### src/rtl/lcd_pkg.sv
// Shared definitions for the SPI LCD panel receiver.
// Holds the receiver state encoding, the panel command opcodes recognised by
// the optional command decoder, and the default reset/boot timing constants
// (36 MHz CLK: 360 cycles = 10 us minimum reset pulse, 2^20 cycles boot).
package lcd_pkg;

  typedef enum logic [1:0] {
    RESET_HOLD = 2'd0,
    BOOT_WAIT  = 2'd1,
    READY      = 2'd2
  } lcd_state_t;

  localparam logic [7:0] CMD_SWRESET = 8'h01;
  localparam logic [7:0] CMD_SLPIN   = 8'h10;
  localparam logic [7:0] CMD_SLPOUT  = 8'h11;
  localparam logic [7:0] CMD_DISPOFF = 8'h28;
  localparam logic [7:0] CMD_DISPON  = 8'h29;

  localparam int unsigned LCD_MIN_RST_CYC = 360;
  localparam int unsigned LCD_BOOT_CYC    = 1048576;

endpackage

### src/rtl/lcd_sync_edge.sv
// Two-flop synchronizer for one asynchronous panel pin, with an optional
// rising-edge detect taken from the second stage against a third register.
// Ports:
//   CLK   system clock
//   RST   synchronous active-low reset; all stages load INIT
//   d     asynchronous pin
//   q     synchronized level (stage 2)
//   rise  one-cycle pulse on a synchronized 0->1 transition (0 when EDGE_EN=0)
module lcd_sync_edge #(
  parameter logic INIT    = 1'b0,
  parameter bit   EDGE_EN = 1'b0
) (
  input  logic CLK,
  input  logic RST,
  input  logic d,
  output logic q,
  output logic rise
);

  logic s1;
  logic s2;

  always_ff @(posedge CLK) begin
    if (!RST) begin
      s1 <= INIT;
      s2 <= INIT;
    end else begin
      s1 <= d;
      s2 <= s1;
    end
  end

  assign q = s2;

  generate
    if (EDGE_EN) begin : g_edge
      logic s3;
      always_ff @(posedge CLK) begin
        if (!RST) s3 <= INIT;
        else      s3 <= s2;
      end
      assign rise = s2 & ~s3;
    end else begin : g_no_edge
      assign rise = 1'b0;
    end
  endgenerate

endmodule

### src/rtl/lcd_spi_rx.sv
// Panel-side receiver for a 4-wire SPI LCD link (SCK, SDA, DC, CS + RSTN).
// Synchronizes the pins into CLK, deserializes MSB-first bytes tagged with
// DC, enforces the panel reset / boot window and hands bytes downstream via
// a one-deep valid/ready output register.
// Optional feature macro: LCD_RX_CMD_DECODE_EN -- decodes command bytes
// (SWRESET, SLPIN/SLPOUT, DISPOFF/DISPON) and adds the SLEEP/DISP_ON ports.
// Ports:
//   CLK, RST               clock; synchronous active-low block reset
//   LCD_SCK/SDA/DC/CS/RSTN asynchronous panel pins (CS, RSTN active-low)
//   BYTE, BYTE_DC          received byte and its DC tag (0 cmd, 1 data)
//   BYTE_VALID/BYTE_READY  output handshake
//   OVERRUN                sticky: a completed byte was lost to backpressure
//   BUSY                   high whenever not in READY
//   PANEL_RESET            one-cycle pulse when a panel reset is accepted
//   SLEEP, DISP_ON         panel status (decode build only)
module lcd_spi_rx
  import lcd_pkg::*;
#(
  parameter int unsigned MIN_RST_CYC = LCD_MIN_RST_CYC,
  parameter int unsigned BOOT_CYC    = LCD_BOOT_CYC
) (
  input  logic       CLK,
  input  logic       RST,
  input  logic       LCD_SCK,
  input  logic       LCD_SDA,
  input  logic       LCD_DC,
  input  logic       LCD_CS,
  input  logic       LCD_RSTN,
  output logic [7:0] BYTE,
  output logic       BYTE_DC,
  output logic       BYTE_VALID,
  input  logic       BYTE_READY,
  output logic       OVERRUN,
  output logic       BUSY,
`ifdef LCD_RX_CMD_DECODE_EN
  output logic       SLEEP,
  output logic       DISP_ON,
`endif
  output logic       PANEL_RESET
);

  localparam int BOOT_W = (BOOT_CYC > 1) ? $clog2(BOOT_CYC) : 1;
  localparam int LOW_W  = (MIN_RST_CYC > 0) ? $clog2(MIN_RST_CYC + 1) : 1;
  localparam logic [BOOT_W-1:0] BOOT_LAST = BOOT_W'(BOOT_CYC - 1);
  localparam logic [LOW_W-1:0]  LOW_MAX   = LOW_W'(MIN_RST_CYC);

  lcd_state_t        state, state_nxt, saved_state;
  logic [BOOT_W-1:0] boot_cnt;
  logic [LOW_W-1:0]  low_cnt;
  logic [2:0]        bit_cnt;
  logic [6:0]        shifter;

  logic sck_rise, sda_s, dc_s, cs_s, rstn_s;
  logic unused_sck_q, unused_sda_rise, unused_dc_rise, unused_cs_rise, unused_rstn_rise;

  logic       shift_evt, byte_done, load, lost, accept, swreset;
  logic [7:0] new_byte;
  logic       pr_nxt, boot_inc, boot_clr, low_start;

  // Pin synchronizers; CS and RSTN idle high so they reset to 1
  lcd_sync_edge #(.INIT(1'b0), .EDGE_EN(1'b1)) u_sync_sck (
    .CLK(CLK), .RST(RST), .d(LCD_SCK), .q(unused_sck_q), .rise(sck_rise));
  lcd_sync_edge #(.INIT(1'b0), .EDGE_EN(1'b0)) u_sync_sda (
    .CLK(CLK), .RST(RST), .d(LCD_SDA), .q(sda_s), .rise(unused_sda_rise));
  lcd_sync_edge #(.INIT(1'b0), .EDGE_EN(1'b0)) u_sync_dc (
    .CLK(CLK), .RST(RST), .d(LCD_DC), .q(dc_s), .rise(unused_dc_rise));
  lcd_sync_edge #(.INIT(1'b1), .EDGE_EN(1'b0)) u_sync_cs (
    .CLK(CLK), .RST(RST), .d(LCD_CS), .q(cs_s), .rise(unused_cs_rise));
  lcd_sync_edge #(.INIT(1'b1), .EDGE_EN(1'b0)) u_sync_rstn (
    .CLK(CLK), .RST(RST), .d(LCD_RSTN), .q(rstn_s), .rise(unused_rstn_rise));

  // Shift/byte completion, and output register handshake decisions
  assign shift_evt = (state == READY) && rstn_s && !cs_s && sck_rise;
  assign byte_done = shift_evt && (bit_cnt == 3'd7);
  assign new_byte  = {shifter, sda_s};
  assign accept    = BYTE_VALID && BYTE_READY;
  // A byte completing while the consumer is taking the old one still loads
  assign load      = byte_done && (!BYTE_VALID || BYTE_READY);
  assign lost      = byte_done && BYTE_VALID && !BYTE_READY;

`ifdef LCD_RX_CMD_DECODE_EN
  assign swreset = load && !dc_s && (new_byte == CMD_SWRESET);
`else
  assign swreset = 1'b0;
`endif

  assign BUSY = (state != READY);

  always_ff @(posedge CLK) begin
    if (!RST) state <= BOOT_WAIT;
    else      state <= state_nxt;
  end

  always_comb begin
    state_nxt = state;
    pr_nxt    = 1'b0;
    boot_inc  = 1'b0;
    boot_clr  = 1'b0;
    low_start = 1'b0;
    if (!rstn_s) begin
      state_nxt = RESET_HOLD;
      low_start = (state != RESET_HOLD);
    end else begin
      case (state)
        RESET_HOLD: begin
          if (low_cnt >= LOW_MAX) begin
            pr_nxt    = 1'b1;
            boot_clr  = 1'b1;
            state_nxt = BOOT_WAIT;
          end else begin
            // Too short: a glitch, resume whatever was interrupted
            state_nxt = saved_state;
          end
        end
        BOOT_WAIT: begin
          if (boot_cnt == BOOT_LAST) state_nxt = READY;
          else                       boot_inc  = 1'b1;
        end
        READY: begin
          if (swreset) begin
            boot_clr  = 1'b1;
            state_nxt = BOOT_WAIT;
          end
        end
        default: state_nxt = BOOT_WAIT;
      endcase
    end
  end

  always_ff @(posedge CLK) begin
    if (!RST) begin
      saved_state <= BOOT_WAIT;
      boot_cnt    <= '0;
      low_cnt     <= '0;
      bit_cnt     <= '0;
      BYTE        <= '0;
      BYTE_DC     <= 1'b0;
      BYTE_VALID  <= 1'b0;
      OVERRUN     <= 1'b0;
      PANEL_RESET <= 1'b0;
    end else begin
      PANEL_RESET <= pr_nxt;

      if (low_start) begin
        saved_state <= state;
        low_cnt     <= LOW_W'(1);
      end else if (!rstn_s && (low_cnt != LOW_MAX)) begin
        low_cnt <= low_cnt + LOW_W'(1);
      end

      // Boot count is frozen while a reset pulse is being qualified
      if (boot_clr)      boot_cnt <= '0;
      else if (boot_inc) boot_cnt <= boot_cnt + BOOT_W'(1);

      if (!rstn_s || cs_s || (state != READY)) bit_cnt <= '0;
      else if (sck_rise)                       bit_cnt <= bit_cnt + 3'd1;

      if (!rstn_s)     BYTE_VALID <= 1'b0;
      else if (load)   BYTE_VALID <= 1'b1;
      else if (accept) BYTE_VALID <= 1'b0;

      if (load) begin
        BYTE    <= new_byte;
        BYTE_DC <= dc_s;
      end

      if (lost) OVERRUN <= 1'b1;
    end
  end

  always_ff @(posedge CLK) begin
    if (!rstn_s)        shifter <= '0;
    else if (shift_evt) shifter <= new_byte[6:0];
  end

`ifdef LCD_RX_CMD_DECODE_EN
  always_ff @(posedge CLK) begin
    if (!RST) begin
      SLEEP   <= 1'b1;
      DISP_ON <= 1'b0;
    end else if (pr_nxt || swreset) begin
      SLEEP   <= 1'b1;
      DISP_ON <= 1'b0;
    end else if (load && !dc_s) begin
      case (new_byte)
        CMD_SLPIN:   SLEEP   <= 1'b1;
        CMD_SLPOUT:  SLEEP   <= 1'b0;
        CMD_DISPOFF: DISP_ON <= 1'b0;
        CMD_DISPON:  DISP_ON <= 1'b1;
        default: ;
      endcase
    end
  end
`endif

endmodule

### config.mk
export PLATFORM = sky130hd
export DESIGN_NAME = lcd_spi_rx
export DESIGN_NICKNAME = d
export VERILOG_FILES = /design/src/rtl/lcd_pkg.sv /design/src/rtl/lcd_sync_edge.sv /design/src/rtl/lcd_spi_rx.sv
export SDC_FILE = /design/constraint.sdc
export NUM_CORES = 1
export LEC_CHECK = 0
export ABC_AREA = 1
export ABC_CLOCK_PERIOD_IN_PS = 3430
export CAP_MARGIN = 20
export CORE_ASPECT_RATIO = 1.25
export CORE_MARGIN = 10
export CORE_UTILIZATION = 40
export CTS_CLUSTER_DIAMETER = 120
export CTS_CLUSTER_SIZE = 16
export DETAILED_ROUTE_END_ITERATION = 6
export PLACE_DENSITY = 0.56
export SETUP_SLACK_MARGIN = 0.05
export SLEW_MARGIN = 20
export SYNTH_ARGS = -nofsm -noshare
export SYNTH_HDL_FRONTEND = slang
export SYNTH_SLANG_ARGS = --single-unit
### constraint.sdc
create_clock -name CLK -period 3.43 [get_ports CLK]
set_input_delay 0.343 -clock CLK [delete_from_list [all_inputs] [get_ports CLK]]
set_output_delay 0.343 -clock CLK [all_outputs]
set_load 0.005 [all_outputs]
### Cell classes on the final placement, run 1

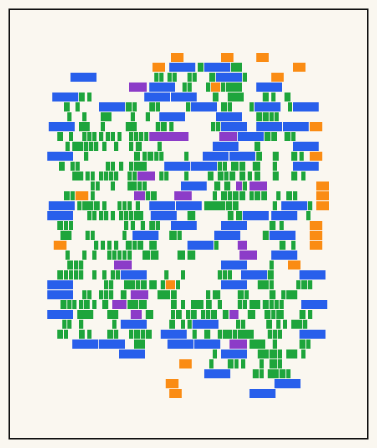
Key: blue = flops [cells 66, share of their area 39%]; purple = clock drivers and dummy loads [cells 16, share of their area 5.9%]; orange = other buffers and delay cells [cells 22, share of their area 6.3%]; green = combinational and other logic [cells 357, share of their area 49%]

### Cell outlines without signal wires, run 1

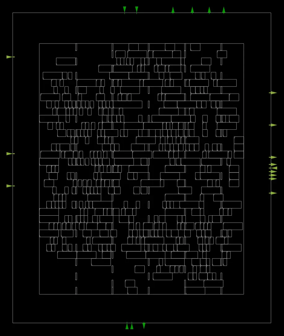
Core ar.: 7400 sq um
Seq cells: 66

### The metal 3 layer, run 1

Scale bar: 20 um.
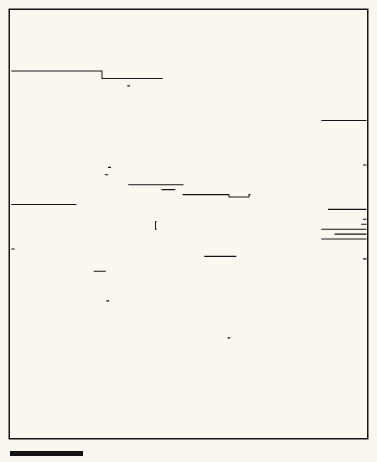
The layer carries 174 um of wire. The wires run mostly horizontal. 16 nets have wire on it.
total wire length: 6.58 mm
via count: 2,654

## run 1: critical path, cell delays in order (launching register included)
cell and delay, ps:
dfxtp_1 610, inv_2 220, nor3_4 380, nand2_2 190
nor2_2 340, nand2_1 310, nand2_1 130, a21oi_1 60
## run 1: final cells by class
| class | instances | area share |
|---|---|---|
| multi-input combinational | 315 | 0.430 |
| sequential | 66 | 0.374 |
| timing repair buffer | 22 | 0.0610 |
| inverter | 42 | 0.0447 |
| clock buffer | 9 | 0.0351 |
| tap | 92 | 0.0326 |
| clock inverter | 7 | 0.0223 |
## run 1: cell usage in the layout (no fill, tap or decap), types with 2 or more instances in the layout
cell type	synthesis	final
a21oi_1	49	49
nand3b_1	3	3
nand3_2	2	2
ha_1	5	5
clkinvlp_4	0	2
nand2_1	140	140
buf_4	4	2
dfxtp_1	66	66
or2_2	4	4
xnor2_1	8	8
nand3_1	30	30
nand4_1	11	11
inv_1	41	41
clkbuf_8	0	9
clkinv_4	0	2
clkdlybuf4s50_1	0	20
nor2_1	39	39
nor3_1	3	3
o21ai_0	6	6
xor2_1	11	11
## run 1: worst paths after layout
kind,from,depth (start not counted),end,slack [ps]
max,u_sync_rstn.q,7,BYTE[0],1050
min,u_sync_sck.s1,2,u_sync_sck.q,420
max reg2reg,u_sync_rstn.q,7,BYTE[0],1050
min reg2reg,u_sync_sck.s1,2,u_sync_sck.q,420
## run 1: synthesized netlist by cell type
master / count
clkbuf_1: 9
inv_2: 1
inv_1: 41
a32o_1: 1
dfxtp_1: 66
or2_2: 4
nand2_2: 1
nor3_1: 3
xor2_1: 11
o21ai_0: 6
ha_1: 5
buf_4: 4
nand3_2: 2
a21oi_1: 49
nand2_1: 140
nor2_1: 39
nand3b_1: 3
nand3_1: 30
nor2_2: 1
nand4_1: 11
xnor2_1: 8
nor3_4: 1
==> out/qor.txt, run 1 <==
Unique cell types = 22
global routing usage on met2 = 0.190
highest routed layer = met4
Seq group = 0.800 mW
clk buf depth = 2
Synthesized registers = 66
clk sink count = 66
Least-Margin Pin Slew = 711 ps
Yosys chip area = 3060 sq um
Pwr Density = 448 nW/um^2
fin nets = 469
CP Data Arrival Time = 2600 ps
met1 WL = 2.99 mm
P_sw = 0.420 mW
H-tree depth = 3
# IOs = 21
minimum clock period = 2380 ps
combinational power share = 0.069
Detail Route Antenna Nets = 0
Comb area = 1520 sq um
First DRT Iteration DRCs = 65
root buf cell = clkbuf_8
Yosys top cell by area = dfxtp_1
leading power group = sequential cells
GP Congestion = 0.847
initial antenna violation count = 0
Post-Place Cells = 537
startpoint types = register
Top logic family = simple AND/OR/NAND/NOR gates
Met2 Routed Length = 3.26 mm
Final Hold Violation Tally = 0
aoi share = 0.0933
global routing usage on met1 = 0.125
pre-CTS setup slack = 1040 ps
full die area = 11,600 sq um
unrepaired setup endpoints after global routing = false
Max Cap Violations = 0
largest net degree at the start of global routing = 22
Floorplan Nets = 449
Most Used Layer, Global Route = met2
Netlist Area Pre-Place = 3060 sq um
peak supply drop = 0.205 mV
main area contributors = dfxtp_1 (43%), nand2_1 (17%), a21oi_1 (8.0%), inv_1 (5.0%), nand3_1 (4.9%)
status = complete, no violations
Fillers = 755
WS Path Type = register to register
drc violations = 0
total power = 1.58 mW
critical path fanouts, max = 14
LEAKAGE = 1.38 nW
max reg flops = 20
yosys xor share = 0.0544
Critical Path RT = 3650 ps
mux frac, synth = 0
Adder Share, Synth = 0.0204
part of the Yosys area used for sequential elements = 0.432
final period utilization = 0.693
### Sequential cells grouped by signal name, run 1

Scale bar: 20 um. Other sequential cells in the stronger grey, the rest of the logic in the fainter grey.
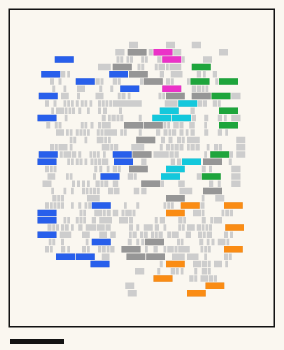

==> run 2, diff against run 1 <==
- ABC_CLOCK_PERIOD_IN_PS: 3430 -> 2100
- PLACE_DENSITY: 0.56 -> 0.58
- clock period: 3.43 -> 2.1 ns (I/O delays scaled with it)
### Sequential cells grouped by signal name, run 2

Scale bar: 20 um. Other sequential cells in the stronger grey, the rest of the logic in the fainter grey.
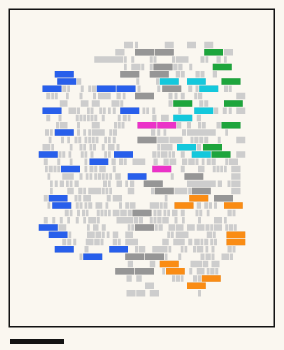
Key: green = BYTE [flops 8]; orange = low_cnt [flops 9, where south-east]; blue = boot_cnt [flops 20]; magenta = bit_cnt [flops 3]; cyan = shifter [flops 7]
Another 19 sequential cells are not coloured.
total area of sequential cells: 1320 sq um
Seq area share: 0.360
fin util: 0.496
Seq group: 1.30 mW

### Cell outlines without signal wires, run 2

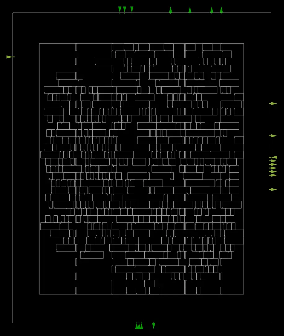
Post-Layout Cell Count: 564
tap cells: 92
Fillers: 759
# rows: 35

==> run 2 against run 1 <==
Compared with the run above:
- non-clock buffer count grew 11
- final area grew 3.9%
- critical path depth grew 1
- power grew 80%
- clock-buffer cell count is the same
- sequential share of layout area shrank 1.4 points
- via count grew 4.1%
- flip-flop count is the same
- area after synthesis is the same
- clock skew grew 5.0 ps
- critical path type unchanged
==> out/qor.txt, run 2 <==
startpoint types = register
fin nets = 480
drc violations = 0
largest net degree at the start of global routing = 22
clk sink count = 66
First DRT Iteration DRCs = 84
root buf cell = clkbuf_8
H-tree depth = 3
Synthesized registers = 66
Pwr Density = 774 nW/um^2
clk buf depth = 2
Netlist Area Pre-Place = 3060 sq um
unrepaired setup endpoints after global routing = false
total wire length = 6.65 mm
Yosys top cell by instances = nand2_1
full die area = 11,600 sq um
top flop regs = boot_cnt: 20 flops, low_cnt: 9 flops, BYTE: 8 flops
total CTS buffers = 9
global routing usage on met2 = 0.215
WS Path Type = register to register
Worst Setup SP = boot_cnt[1]
max reg flops = 20
Met2 Routed Length = 3.37 mm
Critical Path RT = 2380 ps
critical path fanouts, max = 21
initial antenna violation count = 0
depth of the most critical reg-to-reg path = 8
R2R Path Start = boot_cnt[1]
Final TNS setup = 0 ps
CTS tree = yes
critical path capture point = boot_cnt[16]
first-pass GRT wire length = 11.9 mm
Detail Route Antenna Nets = 0
number of synthesized flops with an enable pin = 0
Post-Place Cells = 548
Comb area = 1530 sq um
Top cell excl fill/tap = nand2_1
Least-Margin Pin Slew = 585 ps
Unique cell types = 22
Main synth FF type = dfxtp_1
min-delay src = LCD_SDA
CP Data Arrival Time = 2050 ps
P_sw = 0.688 mW
global routing usage on met1 = 0.126
top cells by count = nand2_1 (140), dfxtp_1 (66), a21oi_1 (49), inv_1 (41), nor2_1 (39)
status = complete, no violations
met1 WL = 2.90 mm
Worst R2R End = boot_cnt[16]
Ys Warns = 0
Hold Crit Depth = 3
minimum clock period = 1760 ps
R2R setup slack = 340 ps
Max Cap Violations = 0
Synth async-reset ratio = 0
Hold WS = 380 ps
Floorplan Nets = 449
LEAKAGE = 1.46 nW
I/O Buffers = 20
Final Hold Violation Tally = 0
Yosys chip area = 3060 sq um
max frequency = 567 MHz
main area contributors = dfxtp_1 (43%), nand2_1 (17%), a21oi_1 (8.0%), inv_1 (5.0%), nand3_1 (4.9%)
final period utilization = 0.839
Hold Path End = u_sync_sda.s1
part of the Yosys area used for sequential elements = 0.432
via count = 2,764
# IOs = 21
Yosys top cell by area = dfxtp_1
Most Used Layer, Global Route = met2
vias in the first global route = 2,751
Top Layout Cells = nand2_1 (140), dfxtp_1 (66), a21oi_1 (49), inv_1 (41), nor2_1 (38)
highest routed layer = met4
peak supply drop = 0.428 mV
combinational power share = 0.072
ys cells = 436
GP Congestion = 0.828
Core ar. = 7400 sq um
routed len/inst = 11.8 um
-- run 2: cell counts after synthesis --
Identical to the previous run, type by type.
-- run 2: critical path, cell delays in order, from the launching register on --
cell     delay [ps]
dfxtp_1         400
ha_1            250
nand3_1         120
nor2_1          220
nand3_2         110
buf_4           180
nand3_4         190
nand2_1          90
a21oi_1         140
-- run 2: per-stage QoR --
| stage | power [mW] | setup WS [ps] | util |
|---|---|---|---|
| 2_1_floorplan | 1.47 | 357 | - |
| 3_3_place_gp | 1.53 | 154 | 0.461 |
| 3_5_place_dp | 1.53 | 92.5 | 0.461 |
| 4_1_cts | 2.87 | 70.1 | 0.494 |
| 5_1_grt | 2.94 | 150 | 0.496 |
| 6_report | 2.84 | 338 | 0.496 |
-- run 2: power groups by stage --
stage          registers (mW)  logic, mW  clock network (mW)
5_1_grt                  1.30      0.230                1.40
3_5_place_dp             1.33      0.202                   0
2_1_floorplan            1.33      0.139                   0
6_report                 1.30      0.204                1.34
4_1_cts                  1.30      0.202                1.37
3_3_place_gp             1.33      0.199                   0
-- run 2: cells by family after synthesis --
group	after synthesis	share of synthesized area
XOR/XNOR	19	0.0544
AND/OR/NAND/NOR	235	0.328
adder cells (fa/ha/maj)	5	0.0204
flip-flops	66	0.432
buffers and inverters	55	0.0724
AND-OR/OR-AND	56	0.0933
-- run 2: area by class of cell --
class                   count  share of cell area
clock buffers               9              0.0338
clock inverters             7              0.0341
well taps                  92              0.0314
repair buffers             33              0.0812
flip-flops and latches     66               0.360
multi-input cells         315               0.416
inverters                  42              0.0430
-- run 2: repair_timing --
action	in CTS	in global routing
hold buffers	0	0
setup endpoints to repair	0	17
resized	0	2
No activity file was given, so power comes from the tool's default toggle rates.
